Fig. 1: I/O nets highlighted
(4 px per um)
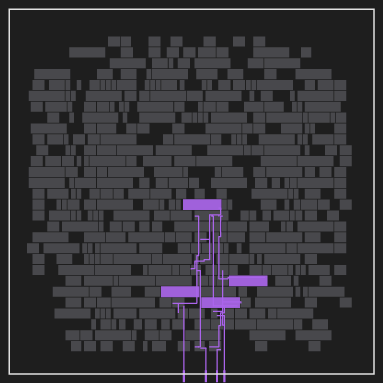
Fig. 2: sequential cells coloured by netlist name
(3 px per um) Other sequential cells in the stronger grey, the rest of the logic in the fainter grey.
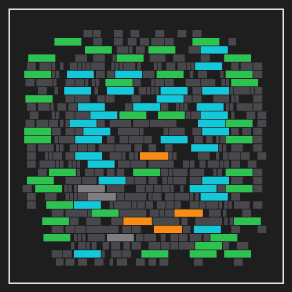
==> config.mk <==
export PLATFORM = sky130hd
export DESIGN_NAME = cpu2core_cpu0_cpu_dct_packer_flat
export DESIGN_NICKNAME = d
export VERILOG_FILES = /design/src/rtl/cpu2core_cpu0_dct_pkg.sv /design/src/rtl/cpu2core_cpu0_cpu_dct_packer_if.sv /design/src/rtl/cpu2core_cpu0_dct_frame_reg.sv /design/src/rtl/cpu2core_cpu0_cpu_dct_packer.sv /design/src/flat_wrapper.sv
export SDC_FILE = /design/constraint.sdc
export NUM_CORES = 1
export LEC_CHECK = 0
export ABC_CLOCK_PERIOD_IN_PS = 1360
export CORE_MARGIN = 4
export CORE_UTILIZATION = 46
export CTS_BUF_LIST = sky130_fd_sc_hd__clkbuf_8
export CTS_CLUSTER_DIAMETER = 80
export DETAILED_ROUTE_END_ITERATION = 6
export GPL_TIMING_DRIVEN = 0
export PLACE_DENSITY = 0.79
export SLEW_MARGIN = 25
export SYNTH_ARGS = -nofsm -noshare
export SYNTH_HDL_FRONTEND = slang
export SYNTH_SLANG_ARGS = --single-unit
==> constraint.sdc <==
create_clock -name clk -period 1.36 [get_ports clk]
set_input_delay 0.204 -clock clk [delete_from_list [all_inputs] [get_ports clk]]
set_output_delay 0.204 -clock clk [all_outputs]
set_load 0.01 [all_outputs]
==> results.ini <==
[drt]
drt_iter0_markers=156
antenna_left=0
vias=2634
drt-vias-per-instance=5.398

[place]
dpl.hpwl_um=5138
dp_cells=434
dp_worst_setup_slack_ns=-0.8183
detailed_place.area_um2=4088

[logic_synthesis]
synthMostInstantiatedCell=nand2_1
synth-edff-count=0
postSynthRegisterBits=72
post_synth_inst_count=279
ys_cells=279
synth_top_flop_cell=dfrtp_1
top_area_share_pct=57.10
synth.top_cells.by_count=nand2_1, dfrtp_1, a22o_1
synthesis.area_per_instance_um2=11.31
yosysUniqueCellTypes=31
synthesis.yosys.warnings=0
yosys.area.top_type=dfrtp_1
async_flop_share_pct=100.0

[timing]
period_needed_ns=1.529
setup-violations-final=63
timing_hold_violations_final=0
hold_ws_ns=0.2158
setup_ws_ns=-0.1686
final_min_period_over_clock_period_pct=112.4
finalMaxSlewViolations=0
final.setup_skew_ns=0.006861

[power]
netSwitchingPower_mw=1.225
clock_power_mw=1.71
combinational_share_of_power_pct=16.1
vdd_drop_max_mv=0.6932
netSwitchingFraction_pct=25.70
p_leak_nw=2.704
combinational_logic_power_uw=766
power.density_nw_per_um2=1018

[run]
tool_warnings=29
cap_violations=0

[global_routing]
overflow_left_after_global_routing=0
pin_count_of_the_biggest_net_entering_global_routing=39
first_global_vias=2662
grt_pass1_wl_um=12970
grtUsageTotal_pct=19.52
number_of_antenna_violations_at_the_first_check_in_global_routing=0

[finish]
num-nets-final=416
share_of_layout_cells_above_drive_strength_1_pct=31.63
area_overhead_of_the_layout_relative_to_synthesis_pct=48.33

[setup_path]
critical_path_cell_count=6
worstPathCellList=nand4b_4 -> nor2_4 -> o21ai_4 -> buf_12 -> buf_12 -> mux2_4
critical_path.endpoint_type=register
worst_r2r_path_depth=6
critPathArrivalTime_ns=1.76
element_type_at_the_critical_path_start=register
critical-path-top-delay-family=flip-flops
cp_max_fo=10

[die]
dieArea_um2=8249
design.core.area_um2=6495
floorplan.core_util_pct=48.58
die-width_um=90.83

[clock_network]
clock-root-buffer=clkbuf_8
clk_transition_reported_paths_ns=0.07
cts_tree=yes
clock_sink_total=72

[status]
run_status=complete, but fails checks
violations=setup timing

[min_path]
min_path_type=in -> reg

Back to the opening pictures, Fig. 1:
purple -> bus_dct_count  # bits 4, direction output, end cells 4, buffers 6, wire 217 um
Port Buf Inserts: 77
Top Ports: 80

Back to the opening pictures, Fig. 2:
green -> u_core.u_frame_reg.frame_out  # placed flops 35, where spread over the die
orange -> u_core.bus.dct_count  # placed flops 4, where bottom centre
cyan -> u_core.bus.dct_buffer  # placed flops 30
not coloured = 3
Finished Core Util: 72.07%
sequential share of cell area: 38.63%
area taken by flip-flops and latches: 1808 um2
power in sequential cells: 2.29 mW

## cell families (layout without fill, tap and decap cells)
logic type | after synthesis | after routing | synth area share (%)
other | 1 | 1 | 0.1188
XOR/XNOR | 2 | 2 | 0.5552
multiplexers | 34 | 34 | 12.13
flip-flops | 72 | 72 | 57.10
AND-OR/OR-AND | 51 | 51 | 13.01
buffers and inverters | 22 | 154 | 3.648
adder cells (fa/ha/maj) | 2 | 2 | 0.7929
AND/OR/NAND/NOR | 95 | 95 | 12.65
## what timing repair did
| item | in CTS | in global routing |
|---|---|---|
| buffers inserted | 29 | 9 |
| endpoints found under the hold margin | 34 | 0 |
| resized | 96 | 40 |
| gates cloned | 0 | 1 |
| hold buffers | 1 | 0 |
| setup endpoints to repair | 139 | 62 |
| pin swaps | 3 | 5 |
## cells in the final DEF (no fill, tap or decap), types with 3 or more instances in the layout
cell	count
buf_4	40
o22ai_1	7
buf_12	4
clkbuf_2	4
inv_1	6
dfrtp_2	5
a21boi_2	5
nand2b_1	3
dfrtp_1	67
o21ai_0	4
nand2_1	83
mux2_4	13
clkbuf_8	11
mux2_2	21
buf_8	3
dlygate4sd2_1	69
a22o_1	28
## cell type report
| type | instances | area, um2 |
|---|---|---|
| fillers | 469 | 1814 |
| flip-flops and latches | 72 | 1808 |
| multi-input cells | 185 | 1371 |
| repair buffers | 117 | 1021 |
| plain buffers | 15 | 162.7 |
| clock buffers | 11 | 151.4 |
| well taps | 77 | 96.34 |
| clock inverters | 5 | 47.55 |
| inverters | 6 | 22.52 |
## metal layers
metal / GRT usage (%) / part of all wire (%) / vias up
li1: - / - / 1209
met1: 25.42 / 43 / 1320
met3: 4.250 / 5.4 / 14
met5: 0 / 0 / -
met4: 8.668 / 2.2 / 0
met2: 31.32 / 49 / 91
Power and IR drop assume default switching activity.
